Design am_modulator, sky130hd; sources not shown.
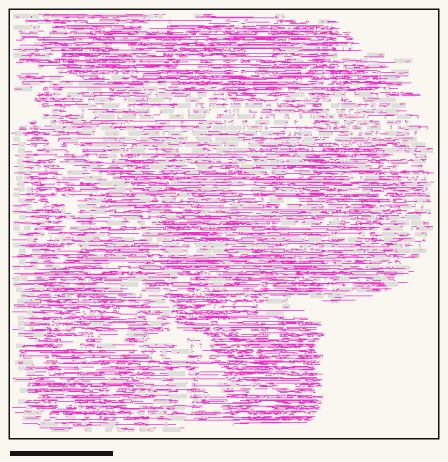
met1.png
Scale bar: 50 um. Cells faint in the background.
nets with wire on the layer: 3184
longest straight run: 58.9 um
share of all routed wire: 44%
main direction: horizontal
wire length on this layer: 25.3 mm
M1 GR Usage: 0.363
Routed Wire Length: 57300 um
via count: 18100

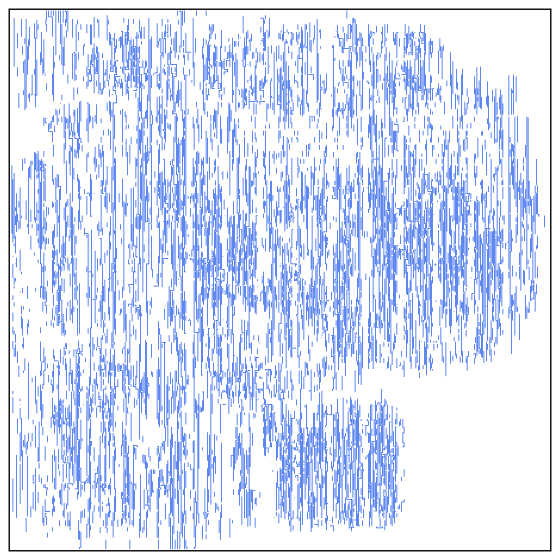
met2.png
share of all routed wire: 46%
main direction: vertical
nets with wire on the layer: 2820
wire length on this layer: 26.6 mm
longest straight run: 67.0 um
met2 Track Usage GR: 0.431

==> results.sh <==
# yosys + openroad results
export IMPL_status="finished, violations left"
export IMPL_violations="setup timing"
export IMPL_holdCritPathClass="flip-flop to flip-flop"
export IMPL_dp_hpwl_um=46300
export IMPL_yosys_area_mm2=0.0196
export IMPL_worstMarginPinSlew_ps=878
export IMPL_dieArea_mm2=0.0434
export IMPL_flop_cell="dfrtp_1"
export IMPL_r2r_slack_ps=-560
export IMPL_crit_path_frequent_cell="fa_1"
export IMPL_cts_max_level=3
export IMPL_initialDrtViolationCount=1329
export IMPL_logic_family="adder cells"
export IMPL_setup_viol=16
export IMPL_grt_pass1_wl_um=91500
export IMPL_fin_ws_ps=-558
export IMPL_postSynth_asyncResetShare=1.00
export IMPL_first_global_vias=18100
export IMPL_compound_area_frac=0.0726
export IMPL_reg2regPathDepth=32
export IMPL_rsz0062_at_grt="true"
export IMPL_clock_latency_ps=580
export IMPL_ys_top_cells_by_count="nand2_1 (804), inv_1 (606), fa_1 (263)"
export IMPL_warnings=34
export IMPL_mux_share=0
export IMPL_finClkSkew_ps=47.2
-- metal layers --
layer,up-vias,global-route usage,routed length (um)
met5,-,0,0
met4,0,0.0820,1490
met3,99,0.0420,3950
met2,590,0.431,26600
met1,8701,0.363,25300
li1,8679,-,-
-- stage by stage --
stage                     instance area, um^2  instances  hold WS (ps)  TNS (ps)
after global routing                    22800       3484           456    -11110
after floorplan                         19700       2786           420         0
after CTS                               21400       3427           433    -22620
final                                   22800       3485           432     -7380
after detailed placement                21300       3411           453    -21420
after global placement                  21300       3410           439    -58700
-- worst reg2reg max path, delay by kind of cell, from the launching register on --
kind / cells / cell delay, ps
DFF: 1 / 580
adders and majority gates: 8 / 3580
buffers and inverters: 8 / 690
AOI/OAI and AO/OA: 2 / 350
xor gates and xnor gates: 1 / 220
and+or+nand+nor: 13 / 1280
-- cell usage in the layout (no fill, tap or decap), drive strengths merged, types with 2 or more instances in the layout --
master	n
clkinv	4
o211ai	5
o31ai	4
inv	625
o21a	2
clkbuf	50
xor2	28
dfrtp	107
xnor2	20
or2	16
nand4	20
fa	263
and2	5
a21oi	110
diode	2
clkdlybuf4s50	84
nand3	171
ha	139
nor3	22
o21ai	101
o221a	2
nand3b	10
a2111oi	2
a21o	7
nor2	169
a31oi	8
buf	121
o21bai	7
nand2	836
-- cell type report --
class,count,area (um^2)
sequential,107,2700
antenna,2,5.00
inverter,622,2340
clock buffer,9,67.6
clock inverter,7,96.3
buffer,91,727
fill,4009,19100
tap,539,674
multi-input combinational,1953,14700
timing repair buffer,155,1510
